Fig. 1: met4 routing
Cells faint in the background.
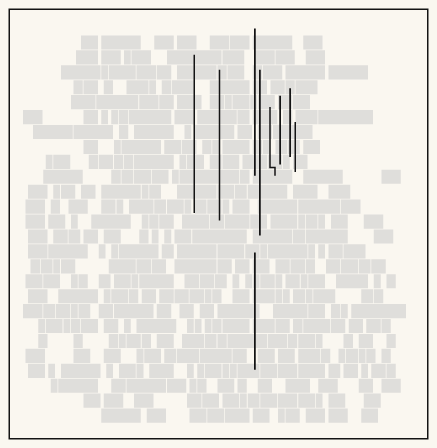
Fig. 2: signal wires by layer
Only two layers are drawn.
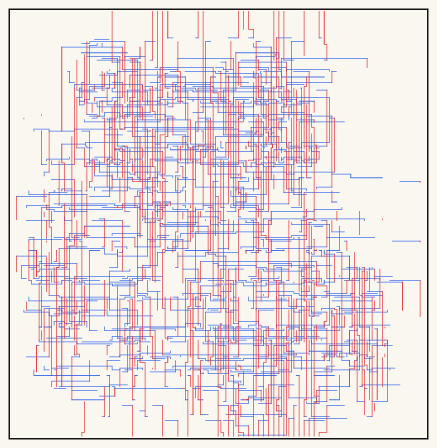
Fig. 3: power grid
Scale bar: 20 µm. Pins as bars on the die edge. Tap cells in grey.
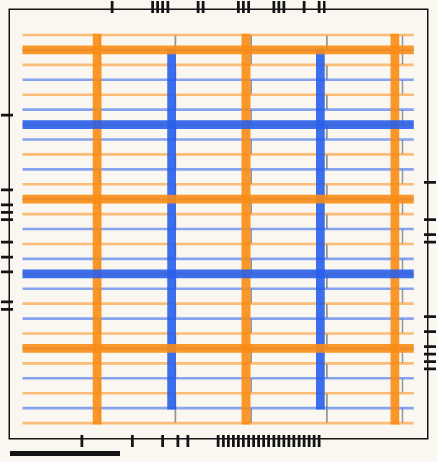
## src/rtl/multicycle_control.sv

```systemverilog
// Main control FSM for a multi-cycle MIPS-subset datapath: sequences the shared
// ALU, register file, PC and one memory port, with wait states, trap and retire count.
module multicycle_control #(
  parameter int CNT_W = 32
) (
  input  logic             clk,
  input  logic             rst,
  input  logic [5:0]       opcode,
  input  logic             mem_ready,
  output logic             PCWrite,
  output logic             PCWriteCond,
  output logic             IorD,
  output logic             MemRead,
  output logic             MemWrite,
  output logic             IRWrite,
  output logic             MemtoReg,
  output logic             RegDst,
  output logic             RegWrite,
  output logic             ALUSrcA,
  output logic [1:0]       ALUSrcB,
  output logic [1:0]       PCSource,
  output logic [1:0]       ALUOp,
  output logic             illegal,
  output logic [CNT_W-1:0] instr_count,
  output logic [3:0]       state
);

  typedef enum logic [3:0] {
    S_FETCH   = 4'd0,
    S_DECODE  = 4'd1,
    S_MEMADDR = 4'd2,
    S_MEMRD   = 4'd3,
    S_MEMWB   = 4'd4,
    S_MEMWR   = 4'd5,
    S_REXEC   = 4'd6,
    S_RWB     = 4'd7,
    S_BRANCH  = 4'd8,
    S_JUMP    = 4'd9,
    S_IEXEC   = 4'd10,
    S_IWB     = 4'd11,
    S_TRAP    = 4'd12
  } state_t;

  localparam logic [5:0] OP_R    = 6'b000000;
  localparam logic [5:0] OP_LW   = 6'b100011;
  localparam logic [5:0] OP_SW   = 6'b101011;
  localparam logic [5:0] OP_BEQ  = 6'b000100;
  localparam logic [5:0] OP_ADDI = 6'b001000;
  localparam logic [5:0] OP_J    = 6'b000010;

  state_t           state_q, state_d;
  logic             illegal_q, illegal_d;
  logic [CNT_W-1:0] cnt_q, cnt_d;
  logic             retire;

  always_comb begin
    state_d = state_q;
    case (state_q)
      S_FETCH:   if (mem_ready) state_d = S_DECODE;
      S_DECODE: begin
        case (opcode)
          OP_LW, OP_SW: state_d = S_MEMADDR;
          OP_R:         state_d = S_REXEC;
          OP_BEQ:       state_d = S_BRANCH;
          OP_J:         state_d = S_JUMP;
          OP_ADDI:      state_d = S_IEXEC;
          default:      state_d = S_TRAP;
        endcase
      end
      S_MEMADDR: state_d = (opcode == OP_SW) ? S_MEMWR : S_MEMRD;
      S_MEMRD:   if (mem_ready) state_d = S_MEMWB;
      S_MEMWB:   state_d = S_FETCH;
      S_MEMWR:   if (mem_ready) state_d = S_FETCH;
      S_REXEC:   state_d = S_RWB;
      S_RWB:     state_d = S_FETCH;
      S_BRANCH:  state_d = S_FETCH;
      S_JUMP:    state_d = S_FETCH;
      S_IEXEC:   state_d = S_IWB;
      S_IWB:     state_d = S_FETCH;
      S_TRAP:    state_d = S_TRAP;
      default:   state_d = S_FETCH;
    endcase
  end

  // An instruction retires on the edge that returns the FSM to FETCH from a final state.
  always_comb begin
    retire = 1'b0;
    if (state_d == S_FETCH) begin
      case (state_q)
        S_MEMWB, S_MEMWR, S_RWB, S_BRANCH, S_JUMP, S_IWB: retire = 1'b1;
        default: retire = 1'b0;
      endcase
    end
  end

  assign illegal_d = illegal_q | (state_d == S_TRAP);
  assign cnt_d     = retire ? cnt_q + CNT_W'(1) : cnt_q;

  always_ff @(posedge clk) begin
    if (rst) begin
      state_q   <= S_FETCH;
      illegal_q <= 1'b0;
      cnt_q     <= '0;
    end else begin
      state_q   <= state_d;
      illegal_q <= illegal_d;
      cnt_q     <= cnt_d;
    end
  end

  always_comb begin
    PCWrite     = 1'b0;
    PCWriteCond = 1'b0;
    IorD        = 1'b0;
    MemRead     = 1'b0;
    MemWrite    = 1'b0;
    IRWrite     = 1'b0;
    MemtoReg    = 1'b0;
    RegDst      = 1'b0;
    RegWrite    = 1'b0;
    ALUSrcA     = 1'b0;
    ALUSrcB     = 2'b00;
    PCSource    = 2'b00;
    ALUOp       = 2'b00;
    case (state_q)
      S_FETCH: begin
        MemRead = 1'b1;
        ALUSrcB = 2'b01;
        IRWrite = mem_ready;
        PCWrite = mem_ready;
      end
      S_DECODE:  ALUSrcB = 2'b11;
      S_MEMADDR: begin
        ALUSrcA = 1'b1;
        ALUSrcB = 2'b10;
      end
      S_MEMRD: begin
        MemRead = 1'b1;
        IorD    = 1'b1;
      end
      S_MEMWB: begin
        RegWrite = 1'b1;
        MemtoReg = 1'b1;
      end
      S_MEMWR: begin
        MemWrite = 1'b1;
        IorD     = 1'b1;
      end
      S_REXEC: begin
        ALUSrcA = 1'b1;
        ALUOp   = 2'b10;
      end
      S_RWB: begin
        RegWrite = 1'b1;
        RegDst   = 1'b1;
      end
      S_BRANCH: begin
        ALUSrcA     = 1'b1;
        ALUOp       = 2'b01;
        PCWriteCond = 1'b1;
        PCSource    = 2'b01;
      end
      S_JUMP: begin
        PCWrite  = 1'b1;
        PCSource = 2'b10;
      end
      S_IEXEC: begin
        ALUSrcA = 1'b1;
        ALUSrcB = 2'b10;
      end
      S_IWB:   RegWrite = 1'b1;
      default: ;
    endcase
    // Reset aborts whatever is in flight: no write or request escapes this cycle.
    if (rst) begin
      PCWrite     = 1'b0;
      PCWriteCond = 1'b0;
      MemRead     = 1'b0;
      MemWrite    = 1'b0;
      IRWrite     = 1'b0;
      RegWrite    = 1'b0;
    end
  end

  assign illegal     = illegal_q;
  assign instr_count = cnt_q;
  assign state       = state_q;

endmodule

```

## config.mk

```make
export PLATFORM = sky130hd
export DESIGN_NAME = multicycle_control
export DESIGN_NICKNAME = d
export VERILOG_FILES = /design/src/rtl/multicycle_control.sv
export SDC_FILE = /design/constraint.sdc
export NUM_CORES = 1
export LEC_CHECK = 0
export ABC_AREA = 0
export CAP_MARGIN = 20
export CORE_AREA = 2 2 74 76
export DETAILED_ROUTE_END_ITERATION = 6
export DIE_AREA = 0 0 76 78
export PLACE_DENSITY = 0.75
export REMOVE_ABC_BUFFERS = 1
export SYNTH_ARGS = -nofsm -noshare
export SYNTH_HDL_FRONTEND = slang
export SYNTH_SLANG_ARGS = --single-unit
```

## constraint.sdc

```tcl
create_clock -name clk -period 2.04 [get_ports clk]
set_input_delay 0.408 -clock clk [delete_from_list [all_inputs] [get_ports clk]]
set_output_delay 0.408 -clock clk [all_outputs]
set_load 0.005 [all_outputs]
```

==> ci_impl_report.md <==
### Yosys + OpenROAD results

| Metric | Value |
|---|---|
| Outcome | finished with violations |
| Failing checks | negative setup slack |
| Min-delay src | illegal$_SDFF_PP0_ |
| Startpoint types | flip-flop |
| Synth warnings | 0 |
| Fmax | 479 MHz |
| Final setup margin | -0.0465 ns |
| Relative slew slack | 67.9% |
| #FFs+latches synth | 37 |
| Comb area | 0.00149 mm² |
| Hold WS | 0.480 ns |
| Arrival time worst endpoint | 2.32 ns |
| Power density cells | 452 mW/mm² |
| Total of max-cap violations | 0 |
| Final HPWL DP | 4.49 mm |
| EDFF count, synth | 0 |
| Insertion Delay late pin | 0.29 ns |
| Final setup fails | 7 |
| Slowest CP cell | or4_4 |
| Reg-to-Reg Start | state[3]$_SDFF_PP0_ |
| Post-Route WL | 7.47 mm |
| Final core utilization | 70.3% |
| Clock Skew | 0.0123 ns |
| Reg area | 744 µm² |
| Die X | 76 µm |
| CP most frequent cell | or2_4 |
| Chip area | 0.00593 mm² |
| Setup CP Type | flip-flop to flip-flop |
| GRT overflow | 0 |
| Syn-to-layout area delta | 65.3% |
| Crit. Startpoint | state[3]$_SDFF_PP0_ |
| Final hold violation count | 0 |
| Hold Path Stages | 2 |
| Residual DRC | 0 |
| Period utilization | 102% |
| Worst endpoint required time | 2.27 ns |
| DIE HEIGHT | 78 µm |
| Async SR Flop Fraction | 0% |
-- Fig. 1 (at the start) --
share of all routed wire = 2.4%
wire length on this layer = 180 µm

-- Fig. 2 (at the start) --
met1 -> blue  # wire length 3070 µm
met2 -> red  # wire length 3740 µm

-- Fig. 3 (at the start) --
VDD -> blue
VSS -> orange
signal pins = 62
met1 rails = 27

final timing paths:
kind | slack (ns) | to
hold / removal | 0.48 | illegal$_SDFF_PP0_
setup reg to reg | -0.05 | instr_count[29]$_SDFFE_PP0P_
hold reg to reg | 0.48 | illegal$_SDFF_PP0_
setup / recovery | -0.05 | instr_count[29]$_SDFFE_PP0P_
metrics by stage:
stage               TNS (ns)  cells
floorplan              -2.76    260
global placement      -11.49    438
detailed placement    -12.19    438
CTS                   -0.160    453
global route          -0.548    454
finish                -0.141    454
sequential cells by signal (all words and copies together), names as in the netlist:
name	cells
instr_count	32
illegal	1
state	4
cell usage after synthesis, types with 3 or more instances:
cell type / n / area, µm²
dfxtp_1: 37 / 741
or2_1: 4 / 25.0
buf_6: 4 / 45.0
inv_1: 12 / 45.0
a21oi_1: 21 / 105
o31ai_1: 14 / 105
or4_1: 11 / 82.6
nor2_1: 40 / 150
xor2_1: 5 / 43.8
xnor2_1: 13 / 114
or3_1: 3 / 18.8
nand3_1: 12 / 60.1
nand2b_1: 6 / 37.5
nor3_1: 12 / 60.1
nand2_1: 20 / 75.1
and3_1: 7 / 43.8
o22ai_1: 3 / 18.8
nand4_1: 10 / 62.6
and4_1: 3 / 26.3
clkbuf_1: 10 / 37.5
cells by family (layout without fill, tap and decap cells):
logic type / count (synthesis) / count (layout) / share of synthesized area, %
AND/OR/NAND/NOR: 138 / 138 / 33.7
AND-OR/OR-AND: 54 / 54 / 16.9
flip-flops: 37 / 37 / 34.5
buffers and inverters: 30 / 136 / 6.94
XOR/XNOR: 18 / 18 / 7.35
adder cells (fa/ha/maj): 1 / 1 / 0.583
cells in the final DEF, fill, tap and decap left out, types with 6 or more instances in the layout:
master	Yosys	layout
a21oi_1	21	15
a21oi_2	1	7
nor3_1	12	11
o31ai_1	14	6
buf_4	1	45
nand3_1	12	10
dlygate4sd2_1	0	12
nand4_1	10	10
inv_1	12	9
nand2_1	20	20
nor2_1	40	38
clkdlybuf4s50_1	0	38
dfxtp_1	37	34
or4_1	11	7
buf_6	4	7
xnor2_1	13	13
and3_1	7	6
where the power goes:
part	internal (mW)	switching (mW)
registers	0.734	0.0141
logic	0.176	0.178
clock network	0.237	0.263
total	1.15	0.455
critical path: cells and delay by family, from the launching register on:
family          cells  cell delay (ns)
compound gates      2             0.30
buf+inv             1             0.15
flops               1             0.33
simple gates        4             1.24
layer usage:
layer	vias up	part of all wire (%)	GRT usage [%]
met5	-	0	0
met1	1231	41	29.3
met4	0	2.4	8.73
met3	19	6.5	6.05
met2	115	50	42.9
li1	1212	-	-
repair_timing:
item	4_1_cts	5_1_grt
hold buffers	0	0
setup buffers	6	1
gates resized	70	33
pin swaps	23	14
gates cloned	3	0
setup endpoints to repair	30	21
final cells by class:
class	instances	area share [%]
inverters	12	1.27
flip-flops and latches	37	21.0
multi-input cells	211	41.9
repair buffers	117	31.0
clock buffers	6	2.05
clock inverters	1	0.247
well taps	70	2.47
Power and IR drop assume default switching activity.
